## src/rtl/rv_ctrl_pkg.sv

```systemverilog
// Shared encodings for the RV32I multi-cycle controller: FSM states, opcodes and ALU select codes.
// Also consumed by the ALU control block.
package rv_ctrl_pkg;

    typedef enum logic [2:0] {
        StFetch  = 3'd0,
        StDecode = 3'd1,
        StExec   = 3'd2,
        StMem    = 3'd3,
        StWb     = 3'd4,
        StHalt   = 3'd7
    } ctrl_state_e;

    localparam logic [6:0] OpcodeR   = 7'b0110011;
    localparam logic [6:0] OpcodeI   = 7'b0010011;
    localparam logic [6:0] OpcodeLw  = 7'b0000011;
    localparam logic [6:0] OpcodeSw  = 7'b0100011;
    localparam logic [6:0] OpcodeBeq = 7'b1100011;

    localparam logic [1:0] AluBRs2  = 2'b00;
    localparam logic [1:0] AluBFour = 2'b01;
    localparam logic [1:0] AluBImm  = 2'b10;

    localparam logic [1:0] AluOpAdd   = 2'b00;
    localparam logic [1:0] AluOpSub   = 2'b01;
    localparam logic [1:0] AluOpFunct = 2'b10;

    function automatic logic opcode_supported(input logic [6:0] op);
        logic ok;
        case (op)
            OpcodeR, OpcodeI, OpcodeLw, OpcodeSw, OpcodeBeq: ok = 1'b1;
            default:                                         ok = 1'b0;
        endcase
        return ok;
    endfunction

endpackage

```

## src/rtl/mem_timeout_cnt.sv

```systemverilog
// Counts cycles a memory request waits unacknowledged and flags the cycle the limit is reached.
// hit is combinational so the controller can abandon the request on that same edge.
module mem_timeout_cnt #(
    parameter int unsigned TO_W        = 4,
    parameter int unsigned MEM_TIMEOUT = 15
) (
    input  logic clk,
    input  logic reset,
    input  logic inc,
    input  logic clear,
    output logic hit
);

    localparam logic [TO_W-1:0] LastWait = TO_W'(MEM_TIMEOUT - 1);

    logic [TO_W-1:0] cnt_q, cnt_d;

    // inc already excludes mem_ready, so an acknowledge on the limit cycle never hits
    assign hit = inc && (cnt_q == LastWait);

    always_comb begin
        cnt_d = cnt_q;
        if (clear) begin
            cnt_d = '0;
        end else if (inc) begin
            cnt_d = cnt_q + TO_W'(1);
        end
    end

    always_ff @(posedge clk) begin
        if (!reset) begin
            cnt_q <= '0;
        end else begin
            cnt_q <= cnt_d;
        end
    end

endmodule

```

## src/rtl/multicycle_ctrl.sv

```systemverilog
// Multi-cycle RV32I sequencer: FETCH/DECODE/EXEC/MEM/WB FSM driving the shared datapath and memory.
// Strobes are decoded from state plus opcode/zero/mem_ready; counters and error flags are registered.
module multicycle_ctrl
    import rv_ctrl_pkg::*;
#(
    parameter int unsigned CNT_W       = 32,
    parameter int unsigned MEM_TIMEOUT = 15,
    parameter int unsigned TO_W        = 4
) (
    input  logic             clk,
    input  logic             reset,
    input  logic             run,
    input  logic [6:0]       opcode,
    input  logic             zero,
    input  logic             mem_ready,
    output logic             mem_req,
    output logic             mem_we,
    output logic             i_or_d,
    output logic             ir_write,
    output logic             pc_write,
    output logic             pc_src,
    output logic             alu_src_a,
    output logic [1:0]       alu_src_b,
    output logic [1:0]       alu_op,
    output logic             reg_write,
    output logic             mem_to_reg,
    output logic [CNT_W-1:0] retired,
    output logic             err_illegal,
    output logic             err_timeout,
    output logic [2:0]       state_o
);

    ctrl_state_e      state_q, state_d;
    logic [CNT_W-1:0] retired_q;
    logic             err_illegal_q, err_timeout_q;
    logic             retire, set_illegal;
    logic             to_inc, to_clear, to_hit;

    assign to_inc   = mem_req && !mem_ready;
    assign to_clear = mem_ready || (state_d != state_q);

    mem_timeout_cnt #(
        .TO_W        (TO_W),
        .MEM_TIMEOUT (MEM_TIMEOUT)
    ) u_mem_timeout_cnt (
        .clk   (clk),
        .reset (reset),
        .inc   (to_inc),
        .clear (to_clear),
        .hit   (to_hit)
    );

    always_comb begin
        state_d     = state_q;
        retire      = 1'b0;
        set_illegal = 1'b0;
        case (state_q)
            StFetch: begin
                if (to_hit) begin
                    state_d = StHalt;
                end else if (run && mem_ready) begin
                    state_d = StDecode;
                end
            end
            StDecode: begin
                if (opcode_supported(opcode)) begin
                    state_d = StExec;
                end else begin
                    state_d     = StHalt;
                    set_illegal = 1'b1;
                end
            end
            StExec: begin
                case (opcode)
                    OpcodeR, OpcodeI:   state_d = StWb;
                    OpcodeLw, OpcodeSw: state_d = StMem;
                    OpcodeBeq: begin
                        state_d = StFetch;
                        retire  = 1'b1;
                    end
                    // Opcode changed under a held IR: treat as illegal rather than guess
                    default: begin
                        state_d     = StHalt;
                        set_illegal = 1'b1;
                    end
                endcase
            end
            StMem: begin
                if (to_hit) begin
                    state_d = StHalt;
                end else if (mem_ready) begin
                    if (opcode == OpcodeLw) begin
                        state_d = StWb;
                    end else begin
                        state_d = StFetch;
                        retire  = 1'b1;
                    end
                end
            end
            StWb: begin
                state_d = StFetch;
                retire  = 1'b1;
            end
            StHalt:  state_d = StHalt;
            default: state_d = StHalt;
        endcase
    end

    always_ff @(posedge clk) begin
        if (!reset) begin
            state_q       <= StFetch;
            retired_q     <= '0;
            err_illegal_q <= 1'b0;
            err_timeout_q <= 1'b0;
        end else begin
            state_q <= state_d;
            if (retire) begin
                retired_q <= retired_q + CNT_W'(1);
            end
            if (set_illegal) begin
                err_illegal_q <= 1'b1;
            end
            if (to_hit) begin
                err_timeout_q <= 1'b1;
            end
        end
    end

    always_comb begin
        mem_req    = 1'b0;
        mem_we     = 1'b0;
        i_or_d     = 1'b0;
        ir_write   = 1'b0;
        pc_write   = 1'b0;
        pc_src     = 1'b0;
        alu_src_a  = 1'b0;
        alu_src_b  = AluBRs2;
        alu_op     = AluOpAdd;
        reg_write  = 1'b0;
        mem_to_reg = 1'b0;
        case (state_q)
            StFetch: begin
                if (run) begin
                    mem_req   = 1'b1;
                    alu_src_b = AluBFour;
                    if (mem_ready) begin
                        ir_write = 1'b1;
                        pc_write = 1'b1;
                    end
                end
            end
            StDecode: begin
                alu_src_b = AluBImm;
            end
            StExec: begin
                alu_src_a = 1'b1;
                case (opcode)
                    OpcodeR: begin
                        alu_src_b = AluBRs2;
                        alu_op    = AluOpFunct;
                    end
                    OpcodeI: begin
                        alu_src_b = AluBImm;
                        alu_op    = AluOpFunct;
                    end
                    OpcodeLw, OpcodeSw: begin
                        alu_src_b = AluBImm;
                    end
                    OpcodeBeq: begin
                        alu_op   = AluOpSub;
                        pc_src   = 1'b1;
                        pc_write = zero;
                    end
                    default: alu_src_a = 1'b0;
                endcase
            end
            StMem: begin
                mem_req = 1'b1;
                i_or_d  = 1'b1;
                mem_we  = (opcode == OpcodeSw);
            end
            StWb: begin
                reg_write  = 1'b1;
                mem_to_reg = (opcode == OpcodeLw);
            end
            default: ;
        endcase
    end

    assign retired     = retired_q;
    assign err_illegal = err_illegal_q;
    assign err_timeout = err_timeout_q;
    assign state_o     = state_q;

endmodule

```

## config.mk

```make
export PLATFORM = sky130hd
export DESIGN_NAME = multicycle_ctrl
export DESIGN_NICKNAME = d
export VERILOG_FILES = /design/src/rtl/rv_ctrl_pkg.sv /design/src/rtl/mem_timeout_cnt.sv /design/src/rtl/multicycle_ctrl.sv
export SDC_FILE = /design/constraint.sdc
export NUM_CORES = 1
export LEC_CHECK = 0
export CAP_MARGIN = 20
export CORE_MARGIN = 2
export CORE_UTILIZATION = 53
export DETAILED_ROUTE_END_ITERATION = 12
export GPL_ROUTABILITY_DRIVEN = 0
export PLACE_DENSITY = 0.95
export SYNTH_ARGS = -nofsm -noshare
export SYNTH_HDL_FRONTEND = slang
export SYNTH_HIERARCHICAL = 1
export SYNTH_SLANG_ARGS = --single-unit
```

## constraint.sdc

```tcl
create_clock -name clk -period 4.58 [get_ports clk]
set_input_delay 0.916 -clock clk [delete_from_list [all_inputs] [get_ports clk]]
set_output_delay 0.916 -clock clk [all_outputs]
set_load 0.02 [all_outputs]
```

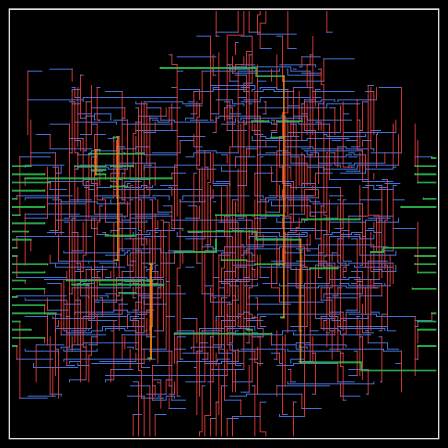
(images/wires.png)
layer	colour	wire length
metal 3	green	355 microns
metal 2	red	3170 microns
metal 1	blue	2470 microns
metal 4	orange	101 microns
detailed-route wire length: 6.10 mm
Vias: 2404
Total Routing Usage GR: 24.7%
Avg WL per Cell: 15.3 microns

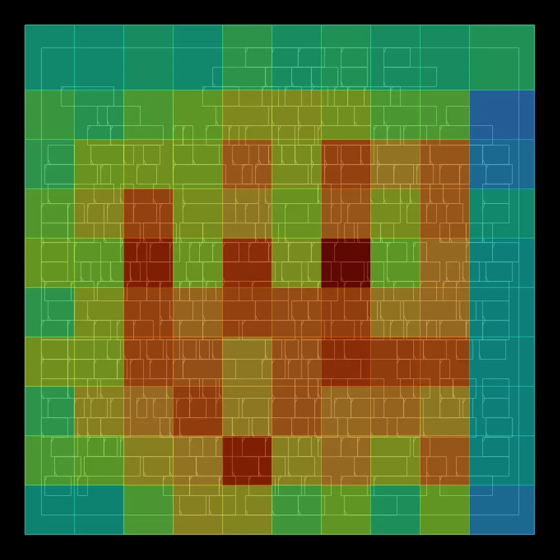
(images/congestion.png)
grt met2 use: 45.0%
grt met1 use: 29.1%
met3 Use GR: 4.99%
final core utilization: 71.1%

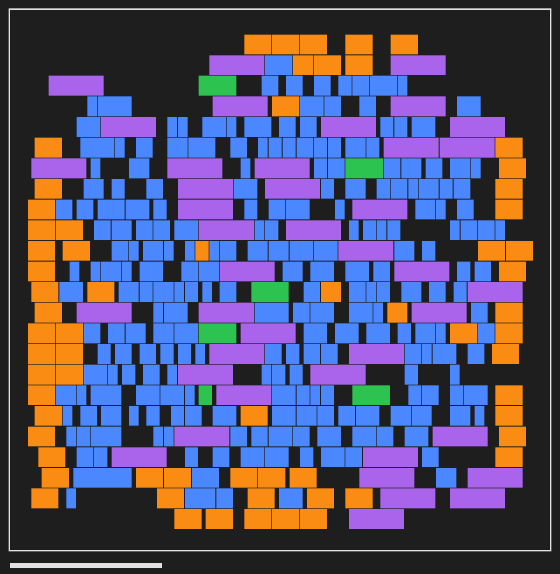
(images/placement_by_type.png)
Bar = 20 microns.
class	colour	cells	share of their area
flops	purple	41	27%
clock drivers and dummy loads	green	6	2.4%
combinational and other logic	blue	234	49%
other buffers and delay cells	orange	65	21%
cell row count: 24
Seq/total area: 26.5%
CORE AREA: 4350 sq um
post-route cell area: 3100 sq um

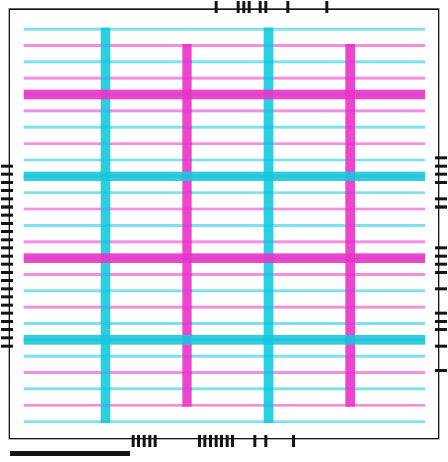
(images/power_grid.png)
Bar = 20 microns. Pins as bars on the die edge.
net	colour
VSS	cyan
VDD	magenta
met5 straps	4
met4 straps	4
met1 rails	25
rows	24
signal pins	62

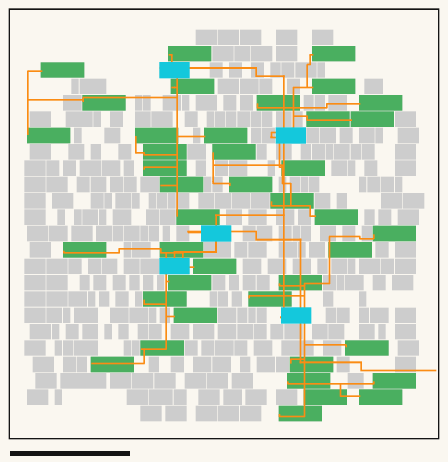
(images/clk_routes.png)
Bar = 20 microns.
[flip-flops] green | count: 41
[clock drivers] cyan | count: 5
[clock wires] orange | length: 501 microns
routed clock nets	6
clk_skew: 0.00714 ns
Insertion Delay late pin: 0.30 ns
clock share of power: 19.9%

==> Changelog: implementation <==
### Changed

- Placed Cells: 391
- Startpoint class of the critical path: input port
- RSZ-0062 raised after global routing: no
- Hold path startpoint: err_illegal
- Max Fclk: 246 MHz
- Vias in the first global route: 2203
- Placed inst area: approximately 3000 sq um
- Arr. time, crit path: 3.14 ns
- Cells after synthesis: about 290
- Setup WS post-layout: about 0.52 ns
- Hold Path Class: reg -> reg
- PortBufs: 61
- Final setup fails: 0
- H-tree depth: 2
- Dominant flop cell: dfxtp_1
- MUX share of area: under 10%
- FILL cells: 366
- Post-synth EDFFs: 0
- Hold Fails Final Rpt: 0
- OpenROAD warning count: 27
- Simple Share, Synth: a little under a third
- Top Layout Cells: 61 x clkdlybuf4s50_1, 41 x dfxtp_1, 18 x nand2_1, 18 x a21oi_1, 17 x nor2_1
- Worst vdd ir: 0.303 mV
- Slew margin rel.: 48.2%
- Die area: 5070 sq um
- Clock tree buffer depth: 2
- Nets: 362
- GRT Residual Overflow: 0
- Top-level I/O count: 62
- Synthesized area: 2390 sq um
- Post-CTS Setup Bufs: 0
- First-pass GRT wire length: a little over 10 mm
- LEAKAGE: around 1.1 nW
- Status: finished, final reports clean
- Die Width: a little over 70 microns
- Hold path cells: 2
- Routed length on met1: 2.47 mm
- Number of routed nets with antenna violations: 0
- # hold bufs at CTS: 0
- Fraction of layout instances using a drive strength above 1: 5.20%
- Final period util: 88.7%
- TNS Setup: 0 ns
- Number of diodes: 0
- Flops after synth: ~41
- Clock sink total: 41
- Clock root buffer: clkbuf_8
- Cell variety after synth: 53
- Finished Layout Cells: 398
- CP Capture Type: primary output
- Synthesis warning total: 6
- Drt pass-1 iters: 4
- PD cells: 355 nW/um^2
- Syn Nets: 307
- Floorplan core density: between 50 and 60%
- Dominant cell area share: about a third
- TritonCTS clock tree: built
- Crit Path Category: in -> out
- DRT iter0 DRCs: ~160
- Post-place setup slack: slightly below 0.4 ns
- Complex Gates by Area: roughly 21%
- Sequential-to-total area share from yosys stat: between 30 and 40%
- Worst r2r src: state_o[2]
- XOR/XNOR Area Share: 5.13%
- Chip Height: 71.2 microns
- Most instantiated logic cell after routing: clkdlybuf4s50_1
- Top comb family, area: simple AND/OR/NAND/NOR gates
- CTS Buf Count: 5
- Highest routed layer: met4
- Yosys chip area: 2390 sq um
- Period minus WS final: 4.06 ns
- Largest net degree at the start of global routing: 27
- Crit Path Max Fanout: 9
- Synth-to-layout area growth: 29.4%
- Ys async rst share: 0%
- Post-synth area hogs: dfxtp_1 34%, xnor2_1 4.0%, a21oi_1 3.8%
- Residual DRC: 0
- Worst Tran Pin Value: 0.770 ns
- Initial antenna violation count: 0
- DPL Wire Length: ~4.5 mm
- Ys cells: 292
- Wire length on met2: 3.17 mm
- Worst Setup SP: opcode[2]
- Reg clk slew, reported paths: 0.07 ns
- Max Cap Violations: 0
- Critical Path RT: 3.66 ns
- Pins Over Slew Limit: 0
- Leading area contributor after synthesis: dfxtp_1
- Via density: 6.04
- Met3 wire len: 354 microns
- R2r worst-path depth: 11
- Adders+Majority by Area: 1.57%
- Synthesized area per cell: slightly above 8 sq um
- Post-cts gate resize count: 0
==> kinds of logic after synthesis <==
| logic type | Yosys count |
|---|---|
| AND-OR/OR-AND | 70 |
| XOR/XNOR | 14 |
| adder cells (fa/ha/maj) | 3 |
| buffers and inverters | 29 |
| flip-flops | 41 |
| multiplexers | 4 |
| AND/OR/NAND/NOR | 131 |
==> synth_stat cells (6+ instances only) <==
master and instances:
a21oi_1 18, and2_1 11, and3_1 11, clkbuf_1 12, dfxtp_1 41, inv_1 11, nand2_1 18, nand2b_1 7
nand4_1 9, nor2_1 17, nor3_1 11, o2111ai_1 6, o21a_1 11, o21ai_0 8, or3_1 6, xnor2_1 11
==> critical path, stage by stage <==
cell and delay (ns):
clkdlybuf4s50_1 0.41, nand4bb_1 0.47, nor3_1 0.32, nand2_1 0.08, a21oi_1 0.23, a21o_1 0.11
clkdlybuf4s50_1 0.59
==> layer usage <==
layer,vias to the layer above,global-route usage (%)
li1,1183,-
met1,1115,29.1
met2,94,45.0
met3,12,4.99
met4,0,7.34
met5,-,0
==> final timing paths <==
check,to,slack (ns)
min,err_illegal,0.49
max reg2reg,retired[23],1.32
max,alu_src_b[1],0.52
min reg2reg,err_illegal,0.49
==> where the power goes <==
part	switching [mW]	internal, mW
combinational	0.244	0.197
clock	0.119	0.100
sequential	0.0590	0.380
==> through the flow <==
step / hold WS [ns] / power, mW
finish: 0.492 / 1.10
global route: 0.533 / 1.16
CTS: 0.492 / 1.10
detailed placement: 0.469 / 0.881
global placement: 0.462 / 0.866
floorplan: 0.469 / 0.731
==> sequential cells by signal, summed over array words and instances (netlist names) <==
name / count
retired: 32
err_timeout: 1
u_mem_timeout_cnt/cnt_q: 4
err_illegal: 1
state_o: 3
==> final cells by class <==
class                           instances  area, sq um  area share, %
Inverter                               12         45.0           1.45
Tap cell                               52         65.1           2.10
Timing Repair Buffer                   65          638           20.6
Multi-Input combinational cell        222         1450           46.9
Clock inverter                          1         5.00          0.162
Sequential cell                        41          821           26.5
Clock buffer                            5         68.8           2.22
Power and IR drop assume default switching activity.
